Design mdr_access_sequencer_flat, sky130hd; sources not shown.
run_1/flops_by_reg.png
Other sequential cells in the stronger gray, the rest of the logic in the fainter gray.
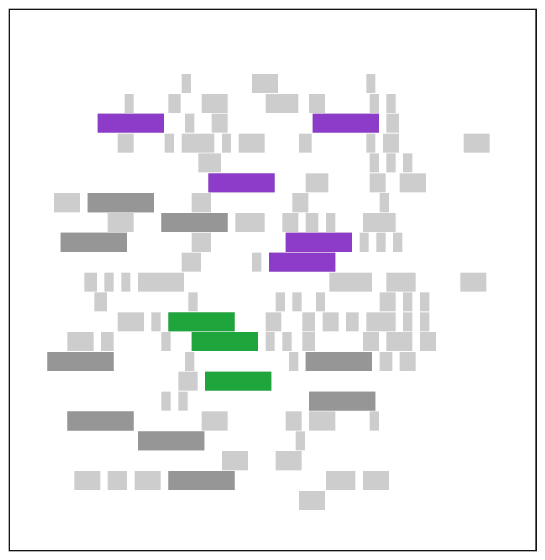
| signal | color | sequential cells |
|---|---|---|
| u_core.u_wait_timer.cnt_o | purple | 5 |
| u_core.state_q | green | 3 |
not colored: 9
Sequential cell area: 425.4 µm²
sequential share of cell area: 37.49%
Util after Layout: 28.58%
total sequential power: 0.490 mW

run_1/io_fan.png
Bar = 20 µm.
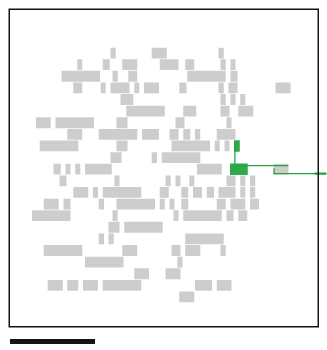
| port | color | bits | direction | edge | end cells | buffers | wire |
|---|---|---|---|---|---|---|---|
| bus_mem_ready | green | 1 | input | right | 2 | 1 | 28.7 µm |
port buffer count: 15
Ports: 16

run_1/layer_met2.png
Bar = 20 µm.
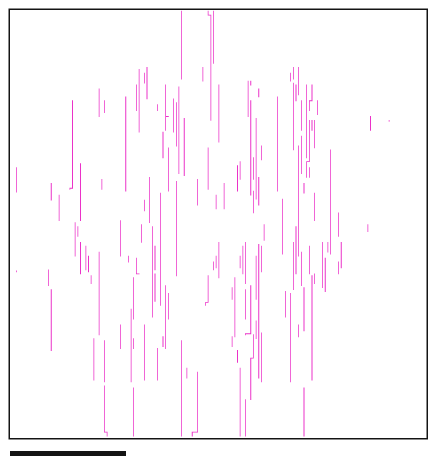
nets with wire on the layer: 100
wire length on this layer: 920 µm
GR Util met2: 12.65%
routed wire length: 1946 µm
routed vias: 656

run_1/placement.png
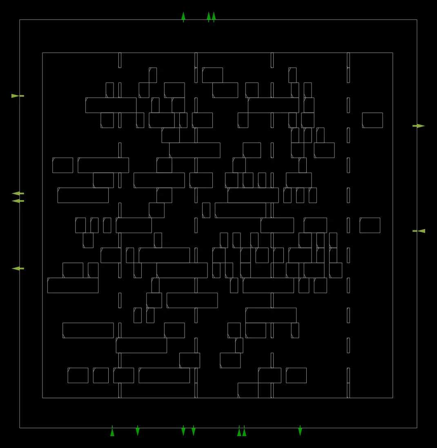
fill count: 467
Core ar.: 0.003971 mm²
final non-filler cell total: 165
flop count: 17
TAP cells: 50

==> ci_impl_report.md, run 1 <==
### Metrics collected by this job

| Metric | Value |
|---|---|
| RSZ-0062 raised after global routing | false |
| CP max stage delay | 0.44 ns |
| Grt ovf | 0 |
| Clk root buf | clkbuf_4 |
| YS warnings | 0 |
| Number of DRC markers in iteration 0 | 9 |
| # clk buffers | 4 |
| F_max | 555.9 MHz |
| Status | finished, final reports clean |
| Placed insts | 161 |
| Post-synthesis cell area | approximately 910 µm² |
| Logic gate share of total power | between 50% and 60% |
| Fin nets | around 120 |
| Reg power frac | a little under a third |
| WL/cell | ~12 µm |
| CTS Buf Count | 3 |
| Max transition margin | between 80% and 90% |
| Logic family by area | simple AND/OR/NAND/NOR gates |
| Die Width | approximately 70 µm |
| HP Class | in2async |
| Clock skew | approximately 0.004 ns |
| Minimum clock period | about 1.8 ns |
| Syn Inst Count | 98 |
| Wl on met1 | about 960 µm |
| DR vias/cell | between 3 and 4 |
| Buf/Inv on CP | 1 |
| Number of enable flip-flop cells | 0 |
| Ys flop type | dfrtp_1 |
| Largest net degree at the start of global routing | 18 |
| Worst path depth | 12 |
| H-tree depth | 1 |
| Delay-heaviest family, CP | simple AND/OR/NAND/NOR gates |
| Global-route wire length before repair | about 3300 µm |
| Cycle use final | a little under nine tenths |
| Max_cap viols | 0 |
| Global route hottest layer | met2 |
| Clock Network Area Fraction | under 10% |
| FF+latch count, synth | 17 |
| Max reg flops | 5 |
run_1/wires.png
Only two layers are drawn.
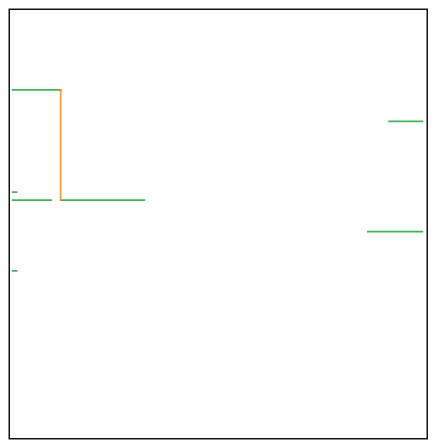

--- run 2 (diff from run 1) ---
PLACE_DENSITY_LB_ADDON = 0.12   (was 0.1)
run_2/wires.png
Only two layers are drawn.
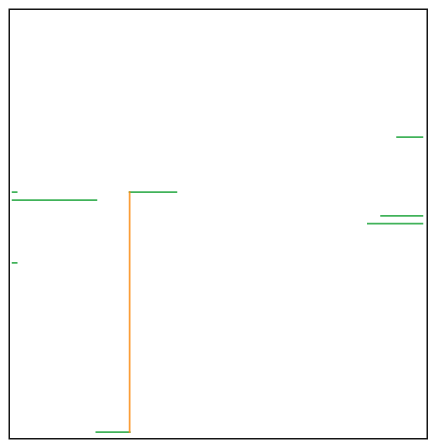
| layer | color | wire length |
|---|---|---|
| metal 4 | orange | 41.5 µm |
| metal 3 | green | 50.6 µm |
WL/cell: 11.30 µm
all-layer global routing usage: 8.488%
routed vias: 669

==> run 2 against run 1 <==
  * Wire length down 3.6%
  * Final cell count up 0.61%
  * Global-route usage is 0.31 points higher
  * Die area is the same
  * Clock-buffer cell count shrank 1
  * Combinational power down 1%
  * Critical path depth is the same
  * Critical path type unchanged
==> ci_impl_report.md, run 2 <==
### Metrics collected by this job

| Metric | Value |
|---|---|
| Status | finished, final reports clean |
| Clk root buf | clkbuf_4 |
| Global route hottest layer | met2 |
| Sequential cell area | 425.4 µm² (unchanged) |
| YS warnings | 0 (unchanged) |
| Routed wire length | 1876 µm (-3.6%) |
| Ports | 16 (unchanged) |
| Max_cap viols | 0 (unchanged) |
| Max reg flops | 5 (unchanged) |
| CP max stage delay | 0.44 ns (about the same) |
| FF+latch count, synth | 17 (unchanged) |
| Port buffer count | 15 (unchanged) |
| GR Util met2 | 13.98% (+1.3 points) |
| Total sequential power | 0.489 mW (about the same) |
| # clk buffers | 3 (-1) |
| F_max | 544.0 MHz (-2.1%) |
| Buf/Inv on CP | 1 (unchanged) |
| Fin nets | 125 (+0.81%) |
| Util after Layout | 28.77% (+0.19 points) |
| DR vias/cell | 4.030 (+1.4%) |
| Number of enable flip-flop cells | 0 (unchanged) |
| RSZ-0062 raised after global routing | false |
--- run 3 (diff from run 2) ---
CAP_MARGIN = default   (was 10)
run_3/flops_by_reg.png
Other sequential cells in the stronger gray, the rest of the logic in the fainter gray.
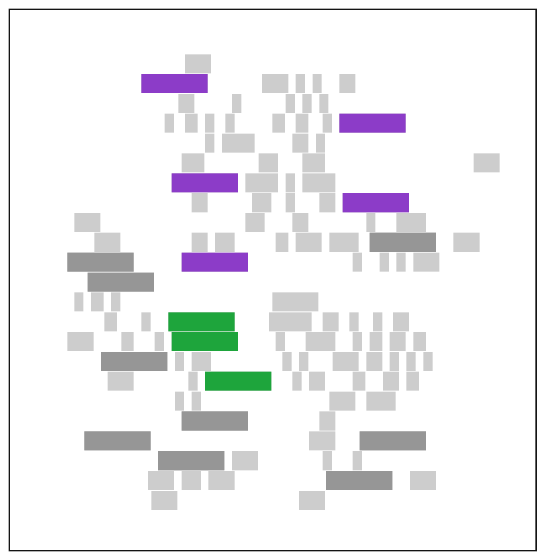
| signal | color | sequential cells |
|---|---|---|
| u_core.u_wait_timer.cnt_o | purple | 5 |
| u_core.state_q | green | 3 |
Util after Layout: 28.77%
total sequential power: 0.489 mW
sequential share of cell area: 37.24%

==> run 3 against run 2 <==
  * Wire length unchanged
  * Core utilization did not move
  * Cell area unchanged
  * Largest cell class unchanged
  * Clock-buffer cell count stayed put
  * Critical path depth stayed put
  * Sequential cell count did not move
  * Area after synthesis unchanged
  * Combinational power about the same
  * Clock skew stayed put
==> ci_impl_report.md, run 3 <==
### Metrics collected by this job

| Metric | Value |
|---|---|
| Status | finished, final reports clean |
| F_max | 544.0 MHz (unchanged) |
| # clk buffers | 3 (unchanged) |
| CP max-delay cell | dfrtp_1 |
| Buf/Inv on CP | 1 (unchanged) |
| Max-area cell class | sequential cells |
| Inverter count | 18 |
| Port buffer count | 15 (unchanged) |
| Via count of the first global-routing pass | roughly 770 |
| Max_cap viols | 0 (unchanged) |
| Grt met3 use | 1.622% |
| FF+latch count, synth | 17 (unchanged) |
| Hold slack | between 0.3 and 0.4 ns |
| Number of DRC markers in iteration 0 | 17 |
| Area Growth Syn to Fin | 25.93% |
| CP max stage delay | 0.44 ns (about the same) |
| Ports | 16 (unchanged) |
| WL/cell | 11.30 µm (unchanged) |
| Plain + repair buffers | 17 |
| GP Congestion | roughly 0.74 |
| Routed vias | 669 (unchanged) |
| Clk root buf | clkbuf_4 |
| Fin nets | 125 (unchanged) |
| GR Util met2 | 13.98% (unchanged) |
| Comb/total area | 34.28% |
| Global route hottest layer | met2 |
| Worst r2r path cells | 12 |
| Count of hold-fix buffers inserted at cts | 0 |
| All-layer global routing usage | 8.488% (unchanged) |
| Number of enable flip-flop cells | 0 (unchanged) |
| Dominant logic cell types in the final layout | dfrtp_1 (17), clkdlybuf4s50_1 (15), inv_1 (12), nand2_1 (12), nor2_1 (8) |
| Sequential cell area | 425.4 µm² (unchanged) |
| YS warnings | 0 (unchanged) |
| RSZ-0062 raised after global routing | false |
Power figures rest on the tool's default switching activity, not on a simulated workload.
